## src/rtl/mc_ctrl_pkg.sv

```systemverilog
// Shared ManyCycleCPU control definitions: FSM state codes, opcodes, ALU codes,
// PC/register-destination select codes and the packed control word.
package mc_ctrl_pkg;

    localparam int OPCODE_W = 6;
    localparam int STATE_W  = 3;

    typedef enum logic [2:0] {
        S_IF    = 3'b000,
        S_ID    = 3'b001,
        S_EXE_A = 3'b110,
        S_EXE_B = 3'b101,
        S_EXE_M = 3'b010,
        S_MEM   = 3'b011,
        S_WB_A  = 3'b111,
        S_WB_L  = 3'b100
    } stateT;

    localparam logic [5:0] OP_ADD   = 6'b000000;
    localparam logic [5:0] OP_SUB   = 6'b000001;
    localparam logic [5:0] OP_ADDI  = 6'b000010;
    localparam logic [5:0] OP_OR    = 6'b010000;
    localparam logic [5:0] OP_AND   = 6'b010001;
    localparam logic [5:0] OP_ORI   = 6'b010010;
    localparam logic [5:0] OP_SLL   = 6'b011000;
    localparam logic [5:0] OP_SLT   = 6'b100110;
    localparam logic [5:0] OP_SLTIU = 6'b100111;
    localparam logic [5:0] OP_SW    = 6'b110000;
    localparam logic [5:0] OP_LW    = 6'b110001;
    localparam logic [5:0] OP_BEQ   = 6'b110100;
    localparam logic [5:0] OP_BNE   = 6'b110101;
    localparam logic [5:0] OP_J     = 6'b111000;
    localparam logic [5:0] OP_JR    = 6'b111001;
    localparam logic [5:0] OP_JAL   = 6'b111010;
    localparam logic [5:0] OP_HALT  = 6'b111111;

    localparam logic [2:0] ALU_ADD  = 3'b000;
    localparam logic [2:0] ALU_SUB  = 3'b001;
    localparam logic [2:0] ALU_SLL  = 3'b010;
    localparam logic [2:0] ALU_OR   = 3'b011;
    localparam logic [2:0] ALU_AND  = 3'b100;
    localparam logic [2:0] ALU_SLTU = 3'b101;
    localparam logic [2:0] ALU_SLT  = 3'b110;
    localparam logic [2:0] ALU_XOR  = 3'b111;

    localparam logic [1:0] PC_NEXT   = 2'b00;
    localparam logic [1:0] PC_BRANCH = 2'b01;
    localparam logic [1:0] PC_RS     = 2'b10;
    localparam logic [1:0] PC_JUMP   = 2'b11;

    localparam logic [1:0] RD_RA = 2'b00;
    localparam logic [1:0] RD_RT = 2'b01;
    localparam logic [1:0] RD_RD = 2'b10;

    typedef struct packed {
        logic       pcWre;
        logic       irWre;
        logic       regWre;
        logic [1:0] regDst;
        logic       wrRegDSrc;
        logic       dbDataSrc;
        logic       aluSrcA;
        logic       aluSrcB;
        logic       extSel;
        logic [2:0] aluOp;
        logic [1:0] pcSrc;
        logic       dataMemRW;
        logic       mRD;
    } ctrlWordT;

    function automatic logic isAluOp(input logic [5:0] op);
        case (op)
            OP_ADD, OP_SUB, OP_ADDI, OP_OR, OP_AND, OP_ORI,
            OP_SLL, OP_SLT, OP_SLTIU: return 1'b1;
            default:                  return 1'b0;
        endcase
    endfunction

    function automatic logic isRType(input logic [5:0] op);
        case (op)
            OP_ADD, OP_SUB, OP_OR, OP_AND, OP_SLL, OP_SLT: return 1'b1;
            default:                                       return 1'b0;
        endcase
    endfunction

    function automatic logic isBranch(input logic [5:0] op);
        return (op == OP_BEQ) || (op == OP_BNE);
    endfunction

    function automatic logic isMemOp(input logic [5:0] op);
        return (op == OP_LW) || (op == OP_SW);
    endfunction

    function automatic logic isJump(input logic [5:0] op);
        return (op == OP_J) || (op == OP_JR) || (op == OP_JAL);
    endfunction

endpackage

```

## src/rtl/mc_control_unit_if.sv

```systemverilog
// Control-unit <-> datapath bundle: opcode and Zero flow in, state plus every
// datapath enable and mux select flow out.
interface mc_control_unit_if
    import mc_ctrl_pkg::*;
#(
    parameter int OPW = OPCODE_W,
    parameter int STW = STATE_W
);
    logic [OPW-1:0] insToCtrl;
    logic           Zero;
    logic [STW-1:0] State;
    logic           PCWre;
    logic           IRWre;
    logic           RegWre;
    logic [1:0]     RegDst;
    logic           WrRegDSrc;
    logic           DBDataSrc;
    logic           ALUSrcA;
    logic           ALUSrcB;
    logic           ExtSel;
    logic [2:0]     aluOp;
    logic [1:0]     pcSrc;
    logic           dataMemRW;
    logic           mRD;

    modport master (
        input  insToCtrl, Zero,
        output State, PCWre, IRWre, RegWre, RegDst, WrRegDSrc, DBDataSrc,
               ALUSrcA, ALUSrcB, ExtSel, aluOp, pcSrc, dataMemRW, mRD
    );

    modport slave (
        output insToCtrl, Zero,
        input  State, PCWre, IRWre, RegWre, RegDst, WrRegDSrc, DBDataSrc,
               ALUSrcA, ALUSrcB, ExtSel, aluOp, pcSrc, dataMemRW, mRD
    );
endinterface

```

## src/rtl/mc_ctrl_decode.sv

```systemverilog
// Combinational control-word decode from FSM state, opcode and ALU Zero.
// With HALT_EN defined, opcode 111111 is a real instruction rather than a NOP.
module mc_ctrl_decode
    import mc_ctrl_pkg::*;
#(
    parameter int OPW = OPCODE_W
) (
    input  stateT          state,
    input  logic           halted,
    input  logic [OPW-1:0] opcode,
    input  logic           zero,
    output ctrlWordT       cw
);

    logic knownOp;

    always_comb begin
        knownOp = isAluOp(opcode) | isBranch(opcode) | isMemOp(opcode) | isJump(opcode);
`ifdef HALT_EN
        if (opcode == OP_HALT) knownOp = 1'b1;
`endif
    end

    always_comb begin
        cw = '0;
        if (!halted) begin
            case (state)
                S_IF: cw.irWre = 1'b1;

                S_ID: begin
                    if (opcode == OP_J || opcode == OP_JAL) begin
                        cw.pcWre = 1'b1;
                        cw.pcSrc = PC_JUMP;
                    end
                    if (opcode == OP_JR) begin
                        cw.pcWre = 1'b1;
                        cw.pcSrc = PC_RS;
                    end
                    // jal links PC+4 into $31 in the same cycle the jump is taken
                    if (opcode == OP_JAL) begin
                        cw.regWre    = 1'b1;
                        cw.regDst    = RD_RA;
                        cw.wrRegDSrc = 1'b0;
                    end
                    if (!knownOp) cw.pcWre = 1'b1;
                end

                S_EXE_A, S_WB_A: begin
                    cw.aluSrcA = (opcode == OP_SLL);
                    cw.aluSrcB = (opcode == OP_ADDI) || (opcode == OP_ORI) || (opcode == OP_SLTIU);
                    cw.extSel  = (opcode == OP_ADDI) || (opcode == OP_SLTIU);
                    case (opcode)
                        OP_SUB:         cw.aluOp = ALU_SUB;
                        OP_OR, OP_ORI:  cw.aluOp = ALU_OR;
                        OP_AND:         cw.aluOp = ALU_AND;
                        OP_SLL:         cw.aluOp = ALU_SLL;
                        OP_SLT:         cw.aluOp = ALU_SLT;
                        OP_SLTIU:       cw.aluOp = ALU_SLTU;
                        default:        cw.aluOp = ALU_ADD;
                    endcase
                    // ALU selects stay up through write-back so DB holds the result
                    if (state == S_WB_A) begin
                        cw.pcWre     = 1'b1;
                        cw.regWre    = 1'b1;
                        cw.wrRegDSrc = 1'b1;
                        cw.dbDataSrc = 1'b0;
                        cw.regDst    = isRType(opcode) ? RD_RD : RD_RT;
                    end
                end

                S_EXE_B: begin
                    cw.aluOp   = ALU_SUB;
                    cw.aluSrcB = 1'b0;
                    cw.extSel  = 1'b1;
                    cw.pcWre   = 1'b1;
                    cw.pcSrc   = (((opcode == OP_BEQ) && zero) || ((opcode == OP_BNE) && !zero))
                                 ? PC_BRANCH : PC_NEXT;
                end

                S_EXE_M, S_MEM: begin
                    cw.aluOp   = ALU_ADD;
                    cw.aluSrcB = 1'b1;
                    cw.extSel  = 1'b1;
                    if (state == S_MEM) begin
                        if (opcode == OP_SW) begin
                            cw.dataMemRW = 1'b1;
                            cw.pcWre     = 1'b1;
                        end else if (opcode == OP_LW) begin
                            cw.mRD = 1'b1;
                        end
                    end
                end

                S_WB_L: begin
                    cw.pcWre     = 1'b1;
                    cw.regWre    = 1'b1;
                    cw.regDst    = RD_RT;
                    cw.wrRegDSrc = 1'b1;
                    cw.dbDataSrc = 1'b1;
                end

                default: cw = '0;
            endcase
        end
    end

endmodule

```

## src/rtl/mc_control_unit.sv

```systemverilog
// ManyCycleCPU multi-cycle control unit: instruction-phase FSM plus decode.
// Define HALT_EN to make opcode 111111 park the FSM until Reset.
module mc_control_unit
    import mc_ctrl_pkg::*;
#(
    parameter int OPW = OPCODE_W,
    parameter int STW = STATE_W
) (
    input  logic               CLK,
    input  logic               Reset,
    mc_control_unit_if.master  bus
);

    stateT    stateQ, stateD;
    logic     haltQ;
    ctrlWordT cw, cwOut;

`ifdef HALT_EN
    logic haltD;
`else
    assign haltQ = 1'b0;
`endif

    always_ff @(posedge CLK or posedge Reset) begin
        if (Reset) begin
            stateQ <= S_IF;
`ifdef HALT_EN
            haltQ  <= 1'b0;
`endif
        end else begin
            stateQ <= stateD;
`ifdef HALT_EN
            haltQ  <= haltD;
`endif
        end
    end

    always_comb begin
        stateD = stateQ;
`ifdef HALT_EN
        haltD  = haltQ;
`endif
        if (!haltQ) begin
            case (stateQ)
                S_IF: stateD = S_ID;
                S_ID: begin
                    if (isBranch(bus.insToCtrl))      stateD = S_EXE_B;
                    else if (isMemOp(bus.insToCtrl))  stateD = S_EXE_M;
                    else if (isAluOp(bus.insToCtrl))  stateD = S_EXE_A;
                    else                              stateD = S_IF;
`ifdef HALT_EN
                    // halted shadow state keeps the visible code at ID
                    if (bus.insToCtrl == OP_HALT) begin
                        stateD = S_ID;
                        haltD  = 1'b1;
                    end
`endif
                end
                S_EXE_A: stateD = S_WB_A;
                S_WB_A:  stateD = S_IF;
                S_EXE_B: stateD = S_IF;
                S_EXE_M: stateD = S_MEM;
                S_MEM:   stateD = (bus.insToCtrl == OP_LW) ? S_WB_L : S_IF;
                S_WB_L:  stateD = S_IF;
                default: stateD = S_IF;
            endcase
        end
    end

    mc_ctrl_decode #(.OPW(OPW)) uDecode (
        .state  (stateQ),
        .halted (haltQ),
        .opcode (bus.insToCtrl),
        .zero   (bus.Zero),
        .cw     (cw)
    );

    // Reset overrides the IF decode so nothing is written while it is held
    assign cwOut = Reset ? '0 : cw;

    assign bus.State     = STW'(stateQ);
    assign bus.PCWre     = cwOut.pcWre;
    assign bus.IRWre     = cwOut.irWre;
    assign bus.RegWre    = cwOut.regWre;
    assign bus.RegDst    = cwOut.regDst;
    assign bus.WrRegDSrc = cwOut.wrRegDSrc;
    assign bus.DBDataSrc = cwOut.dbDataSrc;
    assign bus.ALUSrcA   = cwOut.aluSrcA;
    assign bus.ALUSrcB   = cwOut.aluSrcB;
    assign bus.ExtSel    = cwOut.extSel;
    assign bus.aluOp     = cwOut.aluOp;
    assign bus.pcSrc     = cwOut.pcSrc;
    assign bus.dataMemRW = cwOut.dataMemRW;
    assign bus.mRD       = cwOut.mRD;

endmodule

```

## src/flat_wrapper.sv

```systemverilog
// flat-port wrapper written by rule: the top's interface ports become plain ports
module mc_control_unit_flat import mc_ctrl_pkg::*;
#(
    parameter int OPW = OPCODE_W,
    parameter int STW = STATE_W
)
  (CLK, Reset, bus_insToCtrl, bus_Zero, bus_State, bus_PCWre, bus_IRWre, bus_RegWre, bus_RegDst, bus_WrRegDSrc, bus_DBDataSrc, bus_ALUSrcA, bus_ALUSrcB, bus_ExtSel, bus_aluOp, bus_pcSrc, bus_dataMemRW, bus_mRD);
  mc_control_unit_if #(.OPW(OPW), .STW(STW)) bus_i ();
  input  logic CLK;
  input  logic Reset;
  input wire logic [$bits(bus_i.insToCtrl)-1:0] bus_insToCtrl;
  input wire logic [$bits(bus_i.Zero)-1:0] bus_Zero;
  output wire logic [$bits(bus_i.State)-1:0] bus_State;
  output wire logic [$bits(bus_i.PCWre)-1:0] bus_PCWre;
  output wire logic [$bits(bus_i.IRWre)-1:0] bus_IRWre;
  output wire logic [$bits(bus_i.RegWre)-1:0] bus_RegWre;
  output wire logic [$bits(bus_i.RegDst)-1:0] bus_RegDst;
  output wire logic [$bits(bus_i.WrRegDSrc)-1:0] bus_WrRegDSrc;
  output wire logic [$bits(bus_i.DBDataSrc)-1:0] bus_DBDataSrc;
  output wire logic [$bits(bus_i.ALUSrcA)-1:0] bus_ALUSrcA;
  output wire logic [$bits(bus_i.ALUSrcB)-1:0] bus_ALUSrcB;
  output wire logic [$bits(bus_i.ExtSel)-1:0] bus_ExtSel;
  output wire logic [$bits(bus_i.aluOp)-1:0] bus_aluOp;
  output wire logic [$bits(bus_i.pcSrc)-1:0] bus_pcSrc;
  output wire logic [$bits(bus_i.dataMemRW)-1:0] bus_dataMemRW;
  output wire logic [$bits(bus_i.mRD)-1:0] bus_mRD;
  assign bus_i.insToCtrl = bus_insToCtrl;
  assign bus_i.Zero = bus_Zero;
  assign bus_State = bus_i.State;
  assign bus_PCWre = bus_i.PCWre;
  assign bus_IRWre = bus_i.IRWre;
  assign bus_RegWre = bus_i.RegWre;
  assign bus_RegDst = bus_i.RegDst;
  assign bus_WrRegDSrc = bus_i.WrRegDSrc;
  assign bus_DBDataSrc = bus_i.DBDataSrc;
  assign bus_ALUSrcA = bus_i.ALUSrcA;
  assign bus_ALUSrcB = bus_i.ALUSrcB;
  assign bus_ExtSel = bus_i.ExtSel;
  assign bus_aluOp = bus_i.aluOp;
  assign bus_pcSrc = bus_i.pcSrc;
  assign bus_dataMemRW = bus_i.dataMemRW;
  assign bus_mRD = bus_i.mRD;
  mc_control_unit #(.OPW(OPW), .STW(STW)) u_core (.CLK(CLK), .Reset(Reset), .bus(bus_i));
endmodule
```

## config.mk

```make
export PLATFORM = sky130hd
export DESIGN_NAME = mc_control_unit_flat
export DESIGN_NICKNAME = d
export VERILOG_FILES = /design/src/rtl/mc_ctrl_pkg.sv /design/src/rtl/mc_control_unit_if.sv /design/src/rtl/mc_ctrl_decode.sv /design/src/rtl/mc_control_unit.sv /design/src/flat_wrapper.sv
export SDC_FILE = /design/constraint.sdc
export NUM_CORES = 1
export LEC_CHECK = 0
export CAP_MARGIN = 20
export CORE_MARGIN = 2
export CORE_UTILIZATION = 41
export CTS_CLUSTER_SIZE = 20
export DETAILED_ROUTE_END_ITERATION = 16
export PLACE_DENSITY = 0.76
export SYNTH_ARGS = -nofsm -noshare
export SYNTH_HDL_FRONTEND = slang
export SYNTH_SLANG_ARGS = --single-unit
```

## constraint.sdc

```tcl
create_clock -name CLK -period 3.1 [get_ports CLK]
set_clock_uncertainty 0.2 [all_clocks]
set_input_delay 0.775 -clock CLK [delete_from_list [all_inputs] [get_ports CLK]]
set_output_delay 0.775 -clock CLK [all_outputs]
set_load 0.02 [all_outputs]
```

==> run summary, run 1 <==
Physical implementation status

The flow ran to the end, and the final reports show no timing, DRC or antenna violations. The die area stands at 0.00199 sq mm. Note that the worst hold path type here is flip-flop to flip-flop. After floorplanning, the core was sized to cover ~0.0015 sq mm. The number of sinks on the clock net stands at 3. The data required time at the worst endpoint stands at 2.12 ns. As reported, the later end of the worst-skew pair has a clock insertion delay of 0.24 ns.

The net count after synthesis is 109. The worst setup path is launched from an input pin. The share of cells above drive strength 1 stands at 0.446. According to the I/O placement log, the pin count is 29. The CTS buffer count stands at 3. The weighted congestion reported at the end of routability-driven placement stands at between 0.9 and 1.

The clock input transition at the sequential cells of the worst setup and hold paths stands at 0.04 ns. The via count of the first global-routing pass is 920. The average via count per standard cell stands at 5.61. The area taken by sequential standard cells is reported as 75.1 sq um. Per the synth stats, the flop cell with the highest instance count is dfrtp_1. In the floorplan report the effective utilization is 0.443. The capture point of the worst register-to-register path is recorded as u_core.bus.State[1]$_DFF_PP0_.

Setup repair after global routing could not meet its margin everywhere. In this run the most critical hold path is launched from u_core.bus.State[0]$_DFF_PP0_. In this run the clock root is driven by a clkbuf_4. The final timing summary puts the cycle share of the worst path at 0.990. Max fanout on the critical path was recorded as 5.

Counting the warning lines in the Yosys log gives 0. STA classifies the critical path endpoint as an output pin. The placement stage leaves a total instance area of 0.00120 sq mm. The path with the worst hold slack has its endpoint at u_core.bus.State[0]$_DFF_PP0_. The highest clock rate this design can be run at is approximately 330 MHz. Of all flip-flops after synthesis, the portion carrying an async set or reset was 1.00.

The maximum number of pins on one net before global-route repair stands at 13. The multi-input combinational cell area stands at about 590 sq um. The cell depth of the worst min-delay path stands at 2. For reference, the top cells by area after synthesis are dfrtp_1 11%, ha_1 7.4%, nor3_1 7.4%. In this run the cell area of the synthesized design comes to 674 sq um.

The critical path in the final layout is reported with a setup slack of 0.0321 ns. In this run the power density over the cells is 369 mW/mm^2. Measured in cells, the most critical reg-to-reg path has a length of 3. In the final layout, the fill cell count is 114.

For reference, the final report shows the max-slew violation count at 0.
[run 1: cells by family after synthesis]
kind of cell	share of synthesized area
and+or+nand+nor	0.414
DFF	0.111
AOI/OAI and AO/OA	0.286
adders and majority gates	0.0742
muxes	0.0297
buffers and inverters	0.0853
[run 1: cell type report]
cell class,instances,area share
timing repair buffer,64,0.401
sequential,3,0.0612
inverter,6,0.0183
tap,16,0.0163
multi-input combinational,80,0.482
clock buffer,4,0.0214
[run 1: critical path, cell delays in order]
cell           delay (ns)
dlygate4sd2_1        0.29
or4b_1               0.48
o21ai_1              0.14
a21o_1               0.14
a22o_1               0.14
buf_4                0.14
[run 1: per-layer routing]
layer | global-route usage | routed length, um | vias to the layer above
met5 | 0 | 0 | -
met4 | 0.133 | 36 | 0
met3 | 0.0204 | 109 | 5
met2 | 0.501 | 1330 | 27
met1 | 0.329 | 1100 | 456
li1 | - | - | 483
[run 1: metrics by stage]
step | power, W | utilization | TNS [ns] | instances
after global placement | 0.000372 | 0.788 | -8.87 | 166
after global routing | 0.000482 | 0.805 | -0.0166 | 173
final | 0.000453 | 0.805 | 0 | 173
after CTS | 0.000453 | 0.807 | 0 | 173
after detailed placement | 0.000380 | 0.788 | -9.12 | 166
after floorplan | 0.000242 | - | 0 | 96
[run 1: report_power, final]
part	switching (W)	leakage, nW	total [W]	internal [W]
clock network	0.0000229	0.0150	0.0000713	0.0000484
logic	0.000168	0.552	0.000324	0.000156
registers	0.00000752	0.0389	0.0000578	0.0000503
[run 1: repair_timing]
item,in CTS,in global routing
resized,70,19
setup buffers,3,0
pin swaps,5,3
endpoints found under the setup margin,17,12
run_1/met1.png
Scale: 8 px per um. Cells faint in the background.
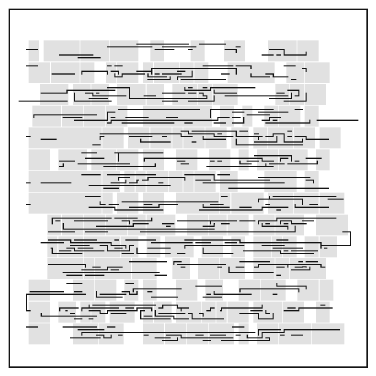
- nets with wire on the layer: 149
- main direction: horizontal
- longest straight run: 21.6 um

run_1/met2.png
Scale: 12 px per um.
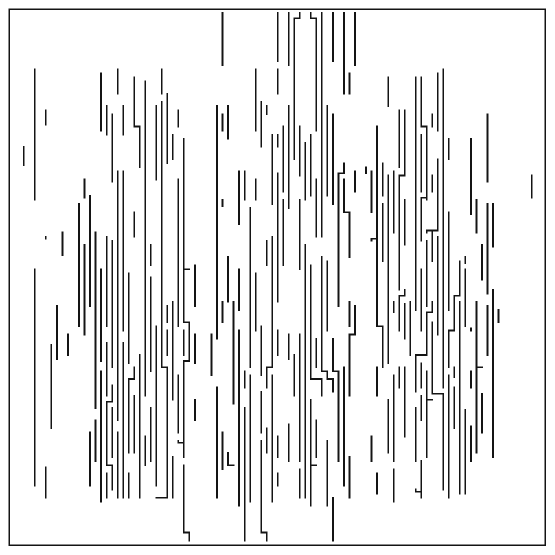
- nets with wire on the layer: 150
- wire length on this layer: 1330 um
- longest straight run: 26.5 um
- share of all routed wire: 52%
- main direction: vertical

run_1/met3.png
Scale: 6 px per um. Cells faint in the background.
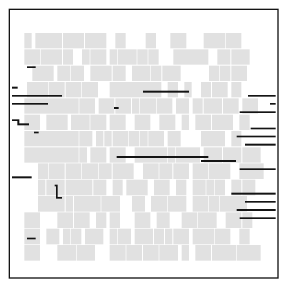
- nets with wire on the layer: 21
- wire length on this layer: 110 um
Routed Wire Length: 2580 um
vias: 971
met3 Use GR: 0.0204

run_1/pins.png
Scale: 12 px per um. Pins as bars across the die edge, other pins in gray.
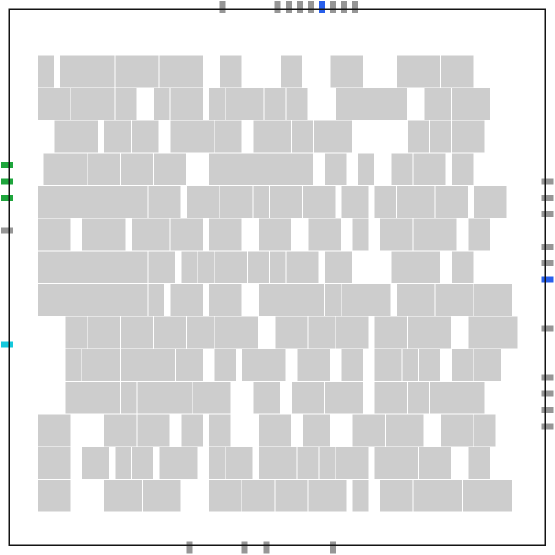
- cyan: bus_PCWre (pins 1; direction output; edge left)
- green: bus_State (pins 3; direction output; edge left)
- blue: bus_RegDst (pins 2; direction output; edge 1 top, 1 right)

run_1/final_congestion.png
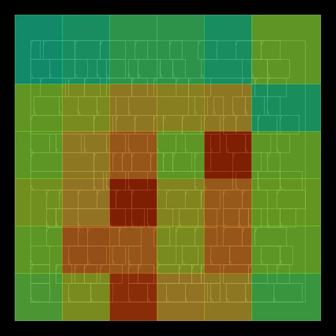

--- run 2 (diff from run 1) ---
--- a/config.mk
+++ b/config.mk
@@ -11,6 +11,7 @@
 export CTS_CLUSTER_SIZE = 20
 export DETAILED_ROUTE_END_ITERATION = 16
 export PLACE_DENSITY = 0.76
+export SETUP_SLACK_MARGIN = 0.05
 export SYNTH_ARGS = -nofsm -noshare
 export SYNTH_HDL_FRONTEND = slang
 export SYNTH_SLANG_ARGS = --single-unit
run_2/final_congestion.png
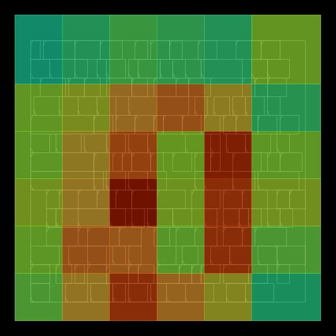
global routing's busiest layer: met2
global-route track usage on met2: 0.507
total routing resource utilization after global routing: 0.281
utilization after layout: 0.823

run_2/met2.png
Scale: 12 px per um.
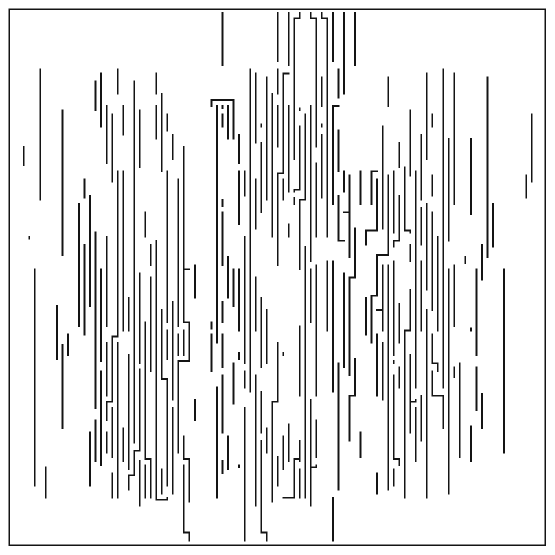
- share of all routed wire: 52%
- nets with wire on the layer: 151
- wire length on this layer: 1390 um
vias: 998
Routed Wire Length: 2660 um

==> run summary, run 2 <==
Physical implementation status

The flow ran to the end, and the final reports show no timing, DRC or antenna violations. Global routing finished with a remaining overflow of 0. The number of hold violations in the final report stands at 0. The initial core utilization was 0.443 (unchanged). The OpenROAD report gives the critical path a data arrival time of 2.03 ns. The clock input transition at the sequential cells of the worst setup and hold paths stands at 0.04 ns (about the same). Setup repair after global routing could not meet its margin everywhere. The count of buffer and inverter cells on the critical path stands at 2 (unchanged). In the layout the commonest cells are 37 x buf_4, 8 x buf_2, 7 x nor2_1, 7 x nor3_1, 6 x a21oi_1. According to the Yosys statistics, the synthesized design has a chip area of 674 sq um.

The static leakage power stands at just over 0.6 nW. The instance area after placement stands at 0.00120 sq mm (unchanged). The cell count of the worst reg-to-reg path is 3 (unchanged). The initialized floorplan defines 14 standard-cell rows.

The count of instances resized after the clock tree is built is 82 (+17%). The power per standard cell area was 367 mW/mm^2 (-0.53%). The CTS buffer count stands at 3 (unchanged). The clock passes through at most 2 buffers. The highest fanout seen on the critical path was 5 (unchanged). STA classifies the critical path endpoint as an output pin. For this run the detailed placement stage logged an HPWL of 1900 um. The synthesis report lists the most area-consuming cells as dfrtp_1 11%, ha_1 7.4%, nor3_1 7.4%. Looking at the critical path, the single cell with the biggest stage delay is or3_1. Looking at the reg2reg group, the worst path ends at u_core.bus.State[1]$_DFF_PP0_. The average via count per standard cell is 5.74 (+2.2%). The part of the cycle the worst path needs is 0.969 (-0.0202).

The die area stands at 0.00199 sq mm (unchanged). The analysis reports a worst IR drop on VDD of 445 uV. Among logic cells in the layout, the one with the most instances is buf_4. The maximum operating frequency is 333 MHz (+2.1%). The final-report max-slew violation count stands at 0 (unchanged). In this run the clock root is driven by a clkbuf_4. The number of sinks on the clock net was 3 (unchanged). The total stage count of the critical path is 6 (unchanged).

The aggregate negative setup slack stands at 0 ns (unchanged). The share of cells above drive strength 1 stands at 0.475 (+0.0288). The number of fill cells stands at 102 (-11%). The clock insertion delay at the later pin of the skew report stands at 0.24 ns (about the same). The yosys synthesis warning count came to 0 (unchanged). In this run the critical path is formed by clkdlybuf4s15_2, and3b_1, and3_1, or3_1, a21oi_1, buf_4.

For flop-to-flop paths, the worst setup slack is 1.38 ns. The average instance in the mapped netlist occupies about 7 sq um. The number of setup buffers added after CTS was 3 (unchanged).

The number of primary I/O pins stands at 29 (unchanged). The number of antenna violations at the first check in global routing came to 0. The register with the most flip-flops in the layout has 3 of them. Note that the worst hold path type here is flip-flop to flip-flop.

The final net count stands at 172. TritonCTS built the clock tree. Broken down by cell family, the worst path's largest delay share belongs to simple AND/OR/NAND/NOR gates. The worst setup path is launched from an input pin. The maximum number of pins on one net before global-route repair stands at 13 (unchanged).

The largest stage delay on the critical path stands at 0.34 ns (-0.14 ns). The max-capacitance violation count stands at 0. The net count after synthesis is 109 (unchanged). The core area stands at 0.00152 sq mm (unchanged). STA shows the worst min-delay path finishing at u_core.bus.State[0]$_DFF_PP0_.

The critical path starts at bus_insToCtrl[5]. The cell depth of the worst min-delay path was 2 (unchanged). The sequential cell area is 75.1 sq um (unchanged). The multi-input combinational cell area came to 604 sq um (+2.1%).

The global-route wire length before repair stands at 4150 um. The launch point of the worst min-delay path is recorded as u_core.bus.State[0]$_DFF_PP0_. The data required time at the worst endpoint was 2.12 ns (about the same). The post-synth design cell area stands at 674 sq um (unchanged). The via count of the first global-routing pass is 940 (+2.2%). The fraction of registers with async set or reset after synthesis stands at 1.00 (unchanged). Per the synth stats, the flop cell with the highest instance count is dfrtp_1. The weighted congestion reported at the end of routability-driven placement was 0.910 (unchanged).

The number of synthesized flops with an enable pin stands at 0. The iteration count recorded for the first detailed-route pass is 4.
run_2/pins.png
Scale: 12 px per um. Pins as bars across the die edge, other pins in gray.
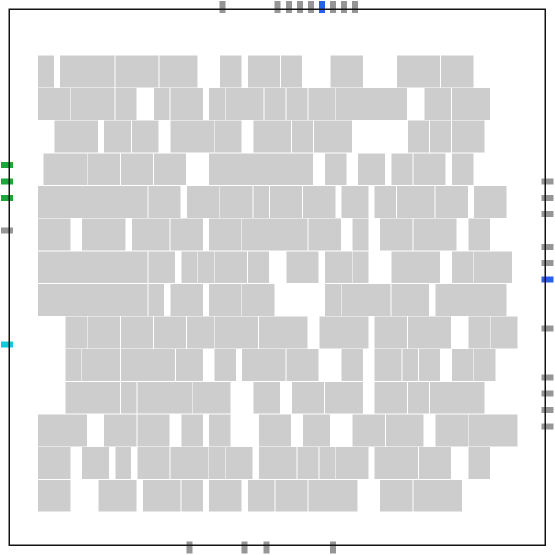
- green: bus_State (pins 3; direction output; edge left)
- blue: bus_RegDst (pins 2; direction output; edge 1 top, 1 right)
- cyan: bus_PCWre (pins 1; direction output; edge left)
- all pins by edge: 11 right, 9 top, 5 left, 4 bottom
width of the chip: 44.6 um
height of the die: 44.6 um
number of I/O port buffers: 28

run 2: cell families after synthesis:
group                    Yosys count  synth area share
flip-flops                         3             0.111
AND/OR/NAND/NOR                   45             0.414
adder cells (fa/ha/maj)            4            0.0742
AND-OR/OR-AND                     29             0.286
buffers and inverters             13            0.0853
multiplexers                       2            0.0297
run 2: metal layers:
| metal | share of wire | vias to the layer above | routed length [um] | GRT usage |
|---|---|---|---|---|
| met5 | 0 | - | 0 | 0 |
| met4 | 0.0094 | 0 | 25 | 0.133 |
| met3 | 0.061 | 4 | 162 | 0.0204 |
| met2 | 0.52 | 40 | 1390 | 0.507 |
| met1 | 0.41 | 467 | 1080 | 0.329 |
| li1 | - | 487 | - | - |
run 2: metrics by stage:
stage | utilization | hold slack, ns | setup slack (ns) | std cells | total power, W
final | 0.823 | 0.414 | 0.0948 | 174 | 0.000460
after global routing | 0.823 | 0.457 | 0.0305 | 174 | 0.000489
after CTS | 0.819 | 0.405 | 0.0238 | 173 | 0.000458
after detailed placement | 0.788 | 0.407 | -0.766 | 166 | 0.000380
after global placement | 0.788 | 0.390 | -0.750 | 166 | 0.000372
after floorplan | - | 0.472 | 0.0948 | 96 | 0.000242
run 2: final cells by class:
| class | instances | area share |
|---|---|---|
| Sequential cell | 3 | 0.0599 |
| Clock buffer | 4 | 0.0210 |
| Timing Repair Buffer | 65 | 0.403 |
| Multi-Input combinational cell | 80 | 0.482 |
| Tap cell | 16 | 0.0160 |
| Inverter | 6 | 0.0180 |
run 2: power breakdown:
group	total [W]	leakage, nW	internal, W	switching [W]
sequential	0.0000577	0.0389	0.0000503	0.00000747
clock	0.0000704	0.0150	0.0000484	0.0000220
combinational	0.000332	0.564	0.000160	0.000172
total	0.000460	0.618	0.000258	0.000202
run_2/met3.png
Scale: 6 px per um. Cells faint in the background.
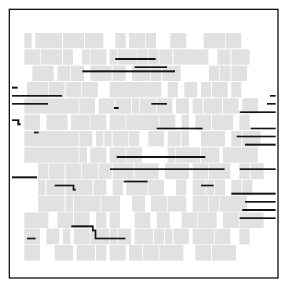

--- run 3 (diff from run 2) ---
--- a/config.mk
+++ b/config.mk
@@ -7,11 +7,13 @@
 export LEC_CHECK = 0
 export CAP_MARGIN = 20
 export CORE_MARGIN = 2
-export CORE_UTILIZATION = 41
+export CORE_UTILIZATION = 45
+export CTS_BUF_LIST = sky130_fd_sc_hd__clkbuf_16
 export CTS_CLUSTER_SIZE = 20
 export DETAILED_ROUTE_END_ITERATION = 16
-export PLACE_DENSITY = 0.76
+export PLACE_DENSITY = 0.77
 export SETUP_SLACK_MARGIN = 0.05
 export SYNTH_ARGS = -nofsm -noshare
 export SYNTH_HDL_FRONTEND = slang
+export SYNTH_HIERARCHICAL = 1
 export SYNTH_SLANG_ARGS = --single-unit
run_3/met3.png
Scale: 6 px per um. Cells faint in the background.
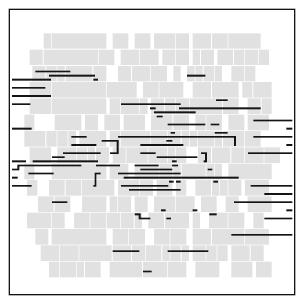
- wire length on this layer: 310 um
- share of all routed wire: 8.5%
- main direction: horizontal
- longest straight run: 19.3 um
Routed Wire Length: 3630 um
vias: 1255
met3 Use GR: 0.0269

run_3/met1.png
Scale: 8 px per um. Cells faint in the background.
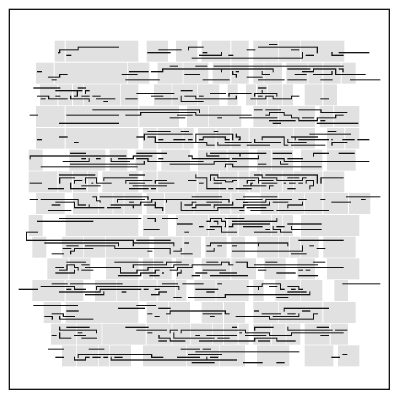
met1 track demand over resource: 0.346

==> run summary, run 3 <==
Physical implementation status

After detailed routing, no signal wire sits above met4. The chip area in the Yosys report stands at 845 sq um (+25%). The power per standard cell area was 476 mW/mm^2 (+30%). The number of antenna violations at the first check in global routing stands at 0 (unchanged). The number of cell rows came to 15 (+1).

The instance area after placement came to 0.00129 sq mm (+7.2%). The placed wire-length estimate was 2050 um (+7.7%). The multiplexer share of the synthesized area stands at 0.0119 (-0.0178). The static leakage power is 0.650 nW (+5.1%).

The max-capacitance violation count stands at 0 (unchanged). Setup repair after global routing left no endpoint under its margin. The number of primary I/O pins stands at 29 (unchanged). The iteration tally of the first detailed-router pass came to 5 (+1). The die height stands at 47.3 um (+6.2%). The all-layer global routing usage stands at 0.327 (+0.0467).

Leaving out fill and tap cells, the most frequent cell in the layout is buf_4. The clock insertion delay at the later pin of the skew report stands at 0.23 ns (about the same). The per-instance average area after synthesis was 6.81 sq um (-3.0%). The minimum hold slack stands at 0.640 ns (+0.226 ns). The via count of the first global-routing pass stands at 1101 (+17%). The portion of total power attributed to combinational logic was 0.578 (-0.144). The non-filler instance count after layout was 204 (+17%).

The worst setup path is captured at an output pin. The design internal power stands at 0.000404 W (+56%). The cell count of the worst reg-to-reg path is 4 (+1). The flow ran to the end, and the final reports show no timing, DRC or antenna violations. The worst-case clock buffer depth was 2 (unchanged). The worst supply voltage drop on vdd stands at 524 uV (+18%).

The total global routing overflow stands at 0 (unchanged). The number of sinks on the clock net is 3 (unchanged). The post-route worst setup slack came to 0.0619 ns (-0.0328 ns). In the post-synthesis netlist, the biggest area contributors are nor2b_1 16%, dfrtp_1 8.9%, a21oi_1 5.9%. The cell count after placement stands at 193 (+16%). The core area is 0.00175 sq mm (+15%). The total length of routed met2 wires stands at 1930 um (+39%). The yosys synthesis warning count stands at 6 (+6).

The cell depth of the worst min-delay path came to 2 (unchanged). The min-delay analysis places its worst path in the category flip-flop to flip-flop. The total power consumption of the routed design stands at 0.000702 W (+52%). The portion of total power attributed to the clock network stands at 0.292 (+0.139).

The global-route wire length before repair stands at 5100 um (+23%). The data required time at the worst endpoint stands at 2.12 ns (about the same). STA classifies the critical path startpoint as an input pin.

The arithmetic-cell share of the synthesized area counting full adders, half adders and majority gates came to 0 (-0.0742). The die area came to 0.00224 sq mm (+13%). The clock input transition at the sequential cells of the worst setup and hold paths was 0.03 ns (about the same).

According to the timing report, the critical path is launched from bus_insToCtrl[0]. The weighted congestion reported at the end of routability-driven placement stands at 0.971 (+6.7%). The register-to-register setup slack stands at 1.38 ns (about the same). The die outline width stands at 47.3 um (+6.2%). The sequential cell area stands at 75.1 sq um (unchanged). The pre-CTS setup slack came to -0.725 ns (+0.0411 ns). The final net count is 189 (+9.9%). TritonCTS built the clock tree. The number of fill cells stands at 110 (+7.8%). The switching fraction of total power stands at 0.424 (-0.0144).

The post-synth design cell area stands at 845 sq um (+25%).
run_3/met4.png
Scale: 6 px per um. Cells faint in the background.
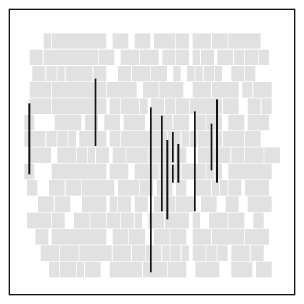
- share of all routed wire: 3.6%
- nets with wire on the layer: 11
- wire length on this layer: 129 um
- longest straight run: 27.2 um

==> run 3: cell count changes after synthesis, sizes merged, moves of 3 or more <==
| cell | before | now |
|---|---|---|
| nand2 | 3 | 9 |
| ha | 4 | 0 |
| buf | 2 | 5 |
| clkbuf | 5 | 1 |
| nor3 | 10 | 5 |
| o32ai | 3 | 0 |
| nand3 | 1 | 6 |
| a31oi | 5 | 2 |
| nor2b | 1 | 22 |
==> run 3: critical path, stage by stage <==
cell and delay (ns):
buf_2 0.15, nand2b_4 0.16, a2111o_1 0.48, nand4_1 0.14, a21oi_2 0.05, nor2b_2 0.14
buf_4 0.15
==> run 3: power by group through the flow <==
stage                     Combinational [W]  Clock (W)  Sequential, W
after floorplan                    0.000187          0       0.000105
after global routing               0.000432   0.000213      0.0000933
final                              0.000406   0.000205      0.0000909
after global placement             0.000349          0      0.0000862
after CTS                          0.000372   0.000209      0.0000882
after detailed placement           0.000356          0      0.0000877
==> run 3: repair_timing <==
item	4_1_cts	5_1_grt
endpoints found under the setup margin	17	14
pin swaps	6	5
hold endpoints to repair	0	0
gates resized	81	39
buffers inserted	5	3
==> run 3: area by class of cell <==
class                           instances  share of cell area
Sequential cell                         3              0.0509
Timing Repair Buffer                   57               0.329
Clock buffer                            3              0.0509
Tap cell                               25              0.0212
Inverter                                6              0.0153
Clock inverter                          1             0.00254
Multi-Input combinational cell        109               0.530
==> run 3: per-layer routing <==
| metal | global-route usage | vias to the layer above |
|---|---|---|
| met4 | 0.133 | 0 |
| met3 | 0.0269 | 23 |
| met1 | 0.346 | 572 |
| met2 | 0.646 | 103 |
| li1 | - | 557 |
| met5 | 0 | - |
Power figures rest on the tool's default switching activity, not on a simulated workload.
